$ cat src/rtl/vga_res_ctrl.sv
// Resolution controller for vga_clk_gen: switch sync/debounce, reconfiguration
// handshake with timeout/retry, and pixel-domain reset release after settling.

package vga_res_pkg;
    typedef enum logic {
        VGA_RES_800_600   = 1'b0,
        VGA_RES_1280_1024 = 1'b1
    } vga_resolution_e;
endpackage

module vga_res_ctrl
    import vga_res_pkg::*;
#(
    parameter int unsigned DEBOUNCE_CYCLES = 1000000,
    parameter int unsigned TIMEOUT_CYCLES  = 10000000,
    parameter int unsigned SETTLE_CYCLES   = 16
) (
    input  logic            clk_100m_i,
    input  logic            arstn_i,
    input  logic            res_sel_i,
    output vga_resolution_e resolution_o,
    output logic            req_o,
    input  logic            clk_valid_i,
    output logic            pix_rstn_o,
    output logic            busy_o,
    output logic            err_o
);

    localparam int unsigned DEB_W = (DEBOUNCE_CYCLES > 1) ? $clog2(DEBOUNCE_CYCLES) : 1;
    localparam int unsigned TO_W  = (TIMEOUT_CYCLES  > 1) ? $clog2(TIMEOUT_CYCLES)  : 1;
    localparam int unsigned SET_W = (SETTLE_CYCLES   > 1) ? $clog2(SETTLE_CYCLES)   : 1;

    localparam logic [DEB_W-1:0] DEB_LAST = DEB_W'(DEBOUNCE_CYCLES - 1);
    localparam logic [TO_W-1:0]  TO_LAST  = TO_W'(TIMEOUT_CYCLES - 1);
    localparam logic [SET_W-1:0] SET_LAST = SET_W'(SETTLE_CYCLES - 1);

    typedef enum logic [2:0] {
        INIT_S,
        REQ_S,
        WAIT_S,
        SETTLE_S,
        RUN_S
    } state_e;

    state_e          r_state;
    state_e          w_next;
    logic            r_sync1;
    logic            r_sync2;
    logic            r_sel_db;
    logic [DEB_W-1:0] r_deb_cnt;
    logic [TO_W-1:0]  r_to_cnt;
    logic [SET_W-1:0] r_set_cnt;
    vga_resolution_e r_res;
    logic            r_req;
    logic            r_pix_rstn;
    logic            r_busy;
    logic            r_err;
    vga_resolution_e w_sel_res;
    logic            w_accept;
    logic            w_timeout;

    assign w_sel_res = r_sel_db ? VGA_RES_1280_1024 : VGA_RES_800_600;
    assign w_accept  = (r_state == WAIT_S) && clk_valid_i;
    assign w_timeout = (r_state == WAIT_S) && !clk_valid_i && (r_to_cnt == TO_LAST);

    // Two-flop synchroniser followed by a no-partial-credit debounce counter
    always_ff @(posedge clk_100m_i or negedge arstn_i) begin
        if (!arstn_i) begin
            r_sync1   <= 1'b0;
            r_sync2   <= 1'b0;
            r_sel_db  <= 1'b0;
            r_deb_cnt <= '0;
        end else begin
            r_sync1 <= res_sel_i;
            r_sync2 <= r_sync1;
            if (r_sync2 == r_sel_db) begin
                r_deb_cnt <= '0;
            end else if (r_deb_cnt == DEB_LAST) begin
                r_sel_db  <= r_sync2;
                r_deb_cnt <= '0;
            end else begin
                r_deb_cnt <= r_deb_cnt + DEB_W'(1);
            end
        end
    end

    always_comb begin
        w_next = r_state;
        case (r_state)
            INIT_S:   w_next = REQ_S;
            REQ_S:    w_next = WAIT_S;
            WAIT_S: begin
                if (clk_valid_i)             w_next = SETTLE_S;
                else if (r_to_cnt == TO_LAST) w_next = REQ_S;
            end
            SETTLE_S: if (r_set_cnt == SET_LAST) w_next = RUN_S;
            RUN_S:    if (w_sel_res != r_res)    w_next = REQ_S;
            default:  w_next = INIT_S;
        endcase
    end

    // Outputs are registered from the next state so they align with r_state
    always_ff @(posedge clk_100m_i or negedge arstn_i) begin
        if (!arstn_i) begin
            r_state    <= INIT_S;
            r_req      <= 1'b0;
            r_pix_rstn <= 1'b0;
            r_busy     <= 1'b1;
            r_res      <= VGA_RES_800_600;
            r_err      <= 1'b0;
        end else begin
            r_state    <= w_next;
            r_req      <= (w_next == REQ_S);
            r_pix_rstn <= (w_next == RUN_S);
            r_busy     <= (w_next != RUN_S);
            if ((w_next == REQ_S) && (r_state != REQ_S)) begin
                r_res <= w_sel_res;
            end
            if (w_accept) begin
                r_err <= 1'b0;
            end else if (w_timeout) begin
                r_err <= 1'b1;
            end
        end
    end

    always_ff @(posedge clk_100m_i or negedge arstn_i) begin
        if (!arstn_i) begin
            r_to_cnt  <= '0;
            r_set_cnt <= '0;
        end else begin
            if (r_state == REQ_S) begin
                r_to_cnt <= '0;
            end else if ((r_state == WAIT_S) && (r_to_cnt != TO_LAST)) begin
                r_to_cnt <= r_to_cnt + TO_W'(1);
            end
            if (w_accept) begin
                r_set_cnt <= '0;
            end else if ((r_state == SETTLE_S) && (r_set_cnt != SET_LAST)) begin
                r_set_cnt <= r_set_cnt + SET_W'(1);
            end
        end
    end

    assign resolution_o = r_res;
    assign req_o        = r_req;
    assign pix_rstn_o   = r_pix_rstn;
    assign busy_o       = r_busy;
    assign err_o        = r_err;

endmodule

$ cat config.mk
export PLATFORM = sky130hd
export DESIGN_NAME = vga_res_ctrl
export DESIGN_NICKNAME = d
export VERILOG_FILES = /design/src/rtl/vga_res_ctrl.sv
export SDC_FILE = /design/constraint.sdc
export NUM_CORES = 1
export LEC_CHECK = 0
export CELL_PAD_IN_SITES_DETAIL_PLACEMENT = 1
export CELL_PAD_IN_SITES_GLOBAL_PLACEMENT = 1
export CORE_MARGIN = 2
export CORE_UTILIZATION = 52
export DETAILED_ROUTE_END_ITERATION = 10
export HOLD_SLACK_MARGIN = 0.05
export PLACE_DENSITY = 0.86
export SLEW_MARGIN = 20
export SYNTH_ARGS = -nofsm -noshare
export SYNTH_HDL_FRONTEND = slang
export SYNTH_SLANG_ARGS = --single-unit
export TNS_END_PERCENT = 50
$ cat constraint.sdc
create_clock -name clk_100m_i -period 2.6 [get_ports clk_100m_i]
set_input_delay 0.52 -clock clk_100m_i [delete_from_list [all_inputs] [get_ports clk_100m_i]]
set_output_delay 0.52 -clock clk_100m_i [all_outputs]
set_load 0.01 [all_outputs]
run_1/m2.png
(6 px per um) Cells faint in the background.
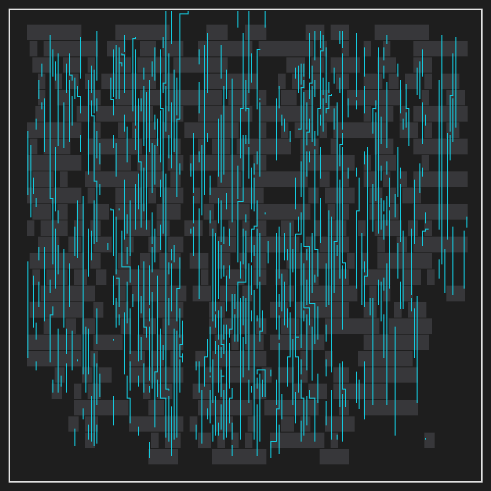
nets with wire on the layer: 282
wire length on this layer: 3290 um
routed wire length: 6470 um
vias post-DR: 2207
GR Layer Usage met2: 0.399

run_1/clock_nets.png
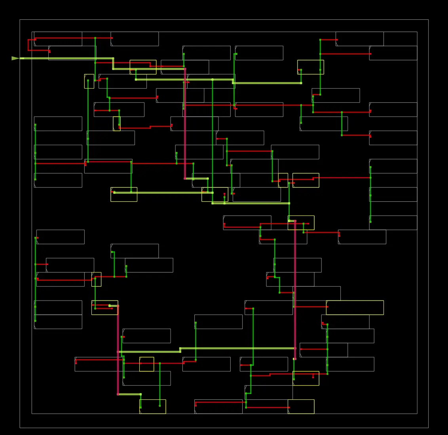
number of flip-flops and latches: 59
Worst Clk Skew: 0.00936 ns

==> qor.csv, run 1 <==
stage;metric;value;unit
timing;worst-case headroom to the max-slew limit;0.608;
synth;xor and xnor area share after synthesis;0.0971;
grt;global routing usage summed across all routing layers;0.242;
timing;FMAX;488;MHz
timing;Finish-stage setup viols;0;
routing;antenna-violating nets left;0;
timing;number of max-slew violations in the final report;0;
clock_network;number of levels the H-tree was split into;3;
synth;mapped cell area;2890;sq um
finish;most frequent standard cell in the layout excluding fill and tap cells;dfrtp_1;
timing;summed negative setup slack over all endpoints;0;ns
synth;synthesized-area fraction occupied by adder cells;0.0130;
finish;count of fill cells added during filler insertion;610;
synth;synthesized flop and latch total;59;
grt;leftover overflow at the end of global routing;0;
critical_path;type of origin of the critical path;register;
synth;count of warnings emitted by yosys;0;
critical_path;critical path required time;2.82;ns
synth;Synth Area in Simple Gates;0.273;
floorplanning;chip footprint;6170;sq um
critical_path;data arrival time of the critical path;2.27;ns
floorplanning;number of rows created at floorplan;27;
clock_network;sinks on the clock net;59;
job;total number of warnings across the stage logs;26;
grt;number of global-route vias before repair;2357;
floorplanning;horizontal die dimension;78.5;um
synth;cell count after synthesis;293;
floorplanning;number of top-level pins;9;
synth;aoi/oai-family share of the synthesized area;0.0706;
job;number of maximum-capacitance violations;0;
routing;number of remaining DRC errors;0;
grt;initial antenna violation count;0;
timing;post-route setup slack;0.552;ns
clock_network;clock latency at the later pin of the worst-skew pair;0.35;ns
critical_path;Worst Path Max Fanout;20;
finish;share of final-layout standard cells stronger than drive strength 1;0.105;
synth;distinct lib cells;46;
routing;router iterations before antenna repair;4;
power;maximum resistive drop on vdd;0.645;mV
run_status;result of the run;finished, final reports clean;
clock_network;clock buffer count from CTS;9;
grt;first-pass GRT wire length;11300;um
timing;Final Hold Vio Count;0;
place;pre-CTS setup slack;0.556;ns
clock_network;Root Buffer Master;clkbuf_8;
run_1/class_map.png
(4 px per um) Fill, decap, tap and diode cells in grey.
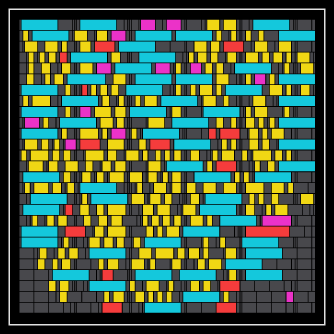
[red] clock drivers and dummy loads | cells: 16 | share of their area: 6.1%
[cyan] registers | cells: 59 | share of their area: 47%
[yellow] remaining logic cells | cells: 226 | share of their area: 43%
[magenta] remaining buffers and delay cells | cells: 13 | share of their area: 3.9%
sequential portion of the cell area: 0.453
Std-Cell Core Area: 5440 sq um
Core Util, Final: 0.599

run 1: worst paths after layout:
check / startpoint / slack, ns / to
min in group clk_100m_i: r_sync1 / 0.36 / r_sync2
hold / removal: arstn_i / 0.17 / r_to_cnt[12]
hold reg to reg: r_sync1 / 0.36 / r_sync2
setup reg to reg: r_deb_cnt[0] / 0.55 / r_deb_cnt[17]
setup / recovery: r_deb_cnt[0] / 0.55 / r_deb_cnt[17]
max in group asynchronous: arstn_i / 1.78 / busy_o
run 1: through the flow:
step | hold WS [ns] | instances | power [mW] | instance area, sq um
floorplan | 0.224 | 293 | 1.42 | 2890
global placement | 0.341 | 370 | 1.57 | 3070
detailed placement | 0.342 | 370 | 1.59 | 3070
CTS | 0.186 | 386 | 2.42 | 3260
global route | 0.220 | 386 | 2.53 | 3260
finish | 0.169 | 386 | 2.41 | 3260
run 1: critical path, stage by stage (launching register included):
cell      delay, ns
dfrtp_1        0.40
ha_1           0.22
inv_1          0.07
or3_1          0.42
nor3_1         0.30
nand2b_1       0.16
buf_4          0.24
nor2_1         0.12
run 1: synthesized netlist by cell type (all sizes together), types with 3 or more instances:
library cell and instances:
a21oi 11, and3 8, buf 5, clkbuf 3, dfrtp 58, ha 3, inv 7, nand2 27
nand2b 4, nand3 16, nand4 12, nor2 44, nor3 5, nor3b 3, nor4 5, nor4b 3
o211ai 3, o21ai 13, or3 8, or4 4, xnor2 8, xor2 24
run 1: sequential cells by signal, summed over array words and instances (netlist names):
name and flops:
r_set_cnt 4, r_to_cnt 24, pix_rstn_o 1, err_o 1
r_sel_db 1, req_o 1, r_sync1 1, busy_o 1
r_sync2 1, r_deb_cnt 20, resolution_o 1, r_state 3
run 1: area by class of cell:
type,count,area [sq um],share of cell area
sequential,59,1480,0.453
clock inverter,5,52.6,0.0161
timing repair buffer,13,125,0.0384
inverter,7,26.3,0.00806
clock buffer,11,141,0.0434
tap,72,90.1,0.0276
multi-input combinational,219,1350,0.413
run 1: cells by family (layout without fill, tap and decap cells):
logic type      count (synthesis)  count (layout)
buf+inv                        15              36
compound gates                 34              34
flops                          59              59
fa+ha+maj                       3               3
xor+xnor                       32              32
mux                             3               3
simple gates                  147             147
run 1: power breakdown:
part	total (mW)	switching, mW	leakage [nW]	internal, mW
Sequential	1.09	0.0895	0.797	1.00
Clock	0.828	0.365	0.0991	0.463
Combinational	0.485	0.278	0.516	0.207
Total	2.41	0.733	1.41	1.67
run 1: metal layers:
metal,vias up,global-route usage,part of all wire
met4,0,0.126,0.022
li1,1060,-,-
met2,27,0.399,0.51
met1,1106,0.296,0.44
met3,14,0.0540,0.031
met5,-,0,0
==> run 1 -> run 2 <==
--- a/config.mk
+++ b/config.mk
@@ -8,10 +8,10 @@
 export CELL_PAD_IN_SITES_DETAIL_PLACEMENT = 1
 export CELL_PAD_IN_SITES_GLOBAL_PLACEMENT = 1
 export CORE_MARGIN = 2
-export CORE_UTILIZATION = 52
+export CORE_UTILIZATION = 43
 export DETAILED_ROUTE_END_ITERATION = 10
 export HOLD_SLACK_MARGIN = 0.05
-export PLACE_DENSITY = 0.86
+export PLACE_DENSITY = 0.77
 export SLEW_MARGIN = 20
 export SYNTH_ARGS = -nofsm -noshare
 export SYNTH_HDL_FRONTEND = slang
==> constraint.sdc (replaced) <==
create_clock -name clk_100m_i -period 1.85 [get_ports clk_100m_i]
set_input_delay 0.37 -clock clk_100m_i [delete_from_list [all_inputs] [get_ports clk_100m_i]]
set_output_delay 0.37 -clock clk_100m_i [all_outputs]
set_load 0.01 [all_outputs]
run_2/class_map.png
(4 px per um) Fill, decap, tap and diode cells in grey.
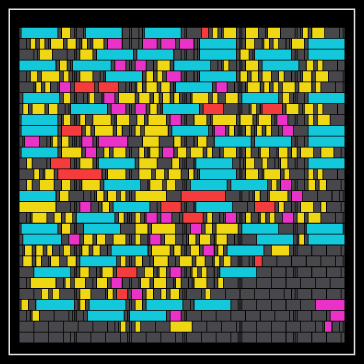
[magenta] remaining buffers and delay cells | cells: 39 | share of their area: 9.6%
[red] clock drivers and dummy loads | cells: 15 | share of their area: 6.1%
[cyan] registers | cells: 59 | share of their area: 42%
[yellow] remaining logic cells | cells: 226 | share of their area: 42%
number of rows created at floorplan: 29
Std-Cell Core Area: 6420 sq um
sequential portion of the cell area: 0.411

run_2/m2.png
(6 px per um) Cells faint in the background.
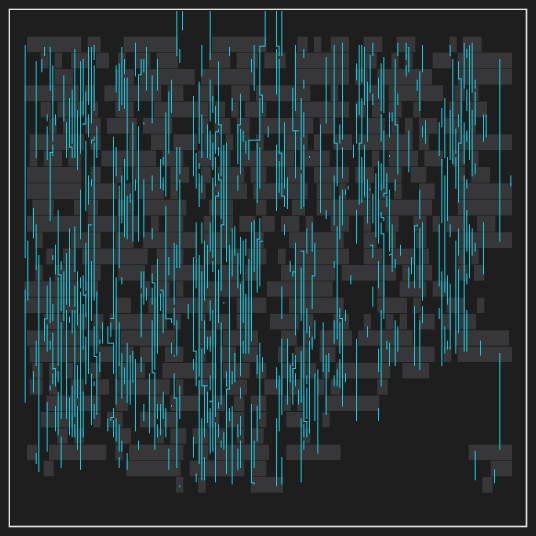
share of all routed wire: 51%
longest straight run: 36.7 um
vias post-DR: 2314
routed wire length: 6860 um
GR Layer Usage met2: 0.341

==> qor.csv, run 2 <==
stage;metric;value;unit;change
timing;FMAX;563;MHz;was 488 MHz
routing;number of remaining DRC errors;0;;unchanged
finish;share of final-layout standard cells stronger than drive strength 1;0.212;;was 0.105
timing;Final Hold Vio Count;0;;unchanged
routing;antenna-violating nets left;0;;unchanged
place;placed standard-cell area;3260;sq um;was 3070 sq um
timing;summed negative setup slack over all endpoints;0;ns;unchanged
finish;fin area;3610;sq um;was 3260 sq um
critical_path;Worst Path Max Fanout;6;;was 20
finish;number of flip-flops in the largest register;24;;unchanged
synth;cell count after synthesis;293;;unchanged
clock_network;clock latency at the later pin of the worst-skew pair;0.34;ns;was 0.35 ns
finish;biggest regs;r_to_cnt: 24 flops, r_deb_cnt: 20 flops, r_set_cnt: 4 flops;;unchanged
critical_path;capturing element type of the critical path;register;;unchanged
place;pre-CTS setup slack;-0.0397;ns;was 0.556 ns
critical_path;reg-to-reg setup timing slack;0.07;ns;was 0.55 ns
finish;most frequent standard cell in the layout excluding fill and tap cells;dfrtp_1;;unchanged
critical_path;R2R Path End;r_to_cnt[14];;was r_deb_cnt[17]
synth;leading post-synthesis cells by instance count;dfrtp_1 (58), nor2_1 (43), nand2_1 (27);;unchanged
floorplanning;chip footprint;7390;sq um;was 6170 sq um
critical_path;r2r startpoint;r_to_cnt[18];;was r_deb_cnt[0]
finish;register with the highest flop count;r_to_cnt;;unchanged
critical_path;critical path required time;2.08;ns;was 2.82 ns
critical_path;Worst Setup SP;r_to_cnt[18];;was r_deb_cnt[0]
routing;router iterations before antenna repair;4;;unchanged
job;number of maximum-capacitance violations;0;;unchanged
run_status;result of the run;finished, final reports clean;;unchanged
floorplanning;number of top-level pins;9;;unchanged
synth;most frequently used cell type in the post-synthesis netlist;dfrtp_1;;unchanged
timing;post-route setup slack;0.0734;ns;was 0.552 ns
critical_path;type of origin of the critical path;register;;unchanged
clock_network;clock-pin transition on the worst setup and hold timing paths;0.07;ns;about the same
grt;first-pass GRT wire length;12000;um;was 11300 um
clock_network;sinks on the clock net;59;;unchanged
synth;distinct lib cells;46;;unchanged
clock_network;Root Buffer Master;clkbuf_8;;unchanged
grt;leftover overflow at the end of global routing;0;;unchanged
power;leakage power summed over all cells;1.61;nW;was 1.41 nW
critical_path;data arrival time of the critical path;2.01;ns;was 2.27 ns
floorplanning;fp_density;0.450;;was 0.531
floorplanning;horizontal die dimension;86.0;um;was 78.5 um
synth;fraction of post-synthesis cell area in the top cell type by area;0.503;;unchanged
grt;global routing usage summed across all routing layers;0.207;;was 0.242
timing;worst-case headroom to the max-slew limit;0.781;;was 0.608
worst_hold_path;class of the worst hold path;reg2reg;;was in2async
timing;Finish-stage setup viols;0;;unchanged
clock_network;number of levels the H-tree was split into;3;;unchanged
grt;number of global-route vias before repair;2468;;was 2357
power;maximum resistive drop on vdd;0.766;mV;was 0.645 mV
run_2/clock_nets.png
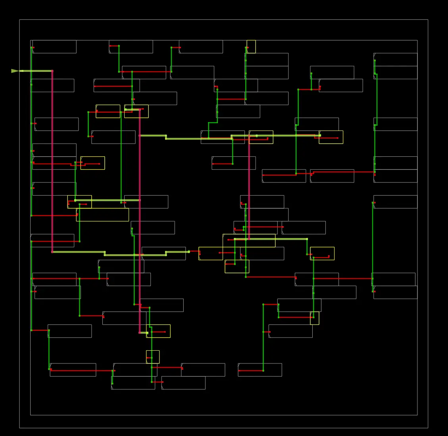
clock buffer count from CTS: 9
Worst Clk Skew: 0.0120 ns

[run 2: per-layer routing]
metal,global-route usage,up-vias,wire length (um)
met5,0,-,0
met2,0.341,22,3500
met1,0.260,1166,3040
met3,0.0462,16,136
li1,-,1110,-
met4,0.0938,0,186
[run 2: worst min path at each step]
stage                     startpoint      end  cells after the start
after floorplan              arstn_i    err_o                      0
after global placement       r_sync1  r_sync2                      0
after detailed placement     r_sync1  r_sync2                      0
after CTS                    r_sync1  r_sync2                      0
after global routing         r_sync1  r_sync2                      0
final                        r_sync1  r_sync2                      0
[run 2: cells by family after synthesis]
| group | count (synthesis) | synth area share |
|---|---|---|
| flip-flops | 59 | 0.512 |
| multiplexers | 3 | 0.0108 |
| buffers and inverters | 15 | 0.0238 |
| AND-OR/OR-AND | 34 | 0.0706 |
| adder cells (fa/ha/maj) | 3 | 0.0130 |
| AND/OR/NAND/NOR | 147 | 0.273 |
| XOR/XNOR | 32 | 0.0971 |
[run 2: cell type report]
cell class / count / area, sq um
fill: 706 / 2820
sequential: 59 / 1480
multi-input combinational: 219 / 1450
timing repair buffer: 39 / 335
clock buffer: 10 / 138
tap: 77 / 96.3
clock inverter: 5 / 77.6
inverter: 7 / 26.3
[run 2: worst max-delay path: stages (launching register included)]
cell and delay (ns):
dfrtp_1 0.42, nor4b_2 0.31, nand2_1 0.10, buf_4 0.18
o211ai_1 0.30, buf_4 0.18, xor2_1 0.14, nor2_1 0.05
[run 2: what timing repair did]
action,in CTS,in global routing
hold endpoints to repair,38,0
hold buffers,1,0
buffers inserted,0,2
gates resized,2,18
endpoints found under the setup margin,22,42
pin swaps,0,7
[run 2: through the flow]
step	std cells	power, mW	util	hold WS (ns)
finish	416	3.68	0.561	0.367
global route	416	3.90	0.561	0.374
CTS	414	3.66	0.544	0.367
detailed placement	398	2.35	0.507	0.345
global placement	398	2.32	0.507	0.339
floorplan	293	2.00	-	0.0744
[run 2: where the power goes]
| group | switching, mW | internal, mW |
|---|---|---|
| registers | 0.107 | 1.41 |
| logic | 0.472 | 0.407 |
| clock network | 0.499 | 0.782 |
Power figures rest on the tool's default switching activity, not on a simulated workload.
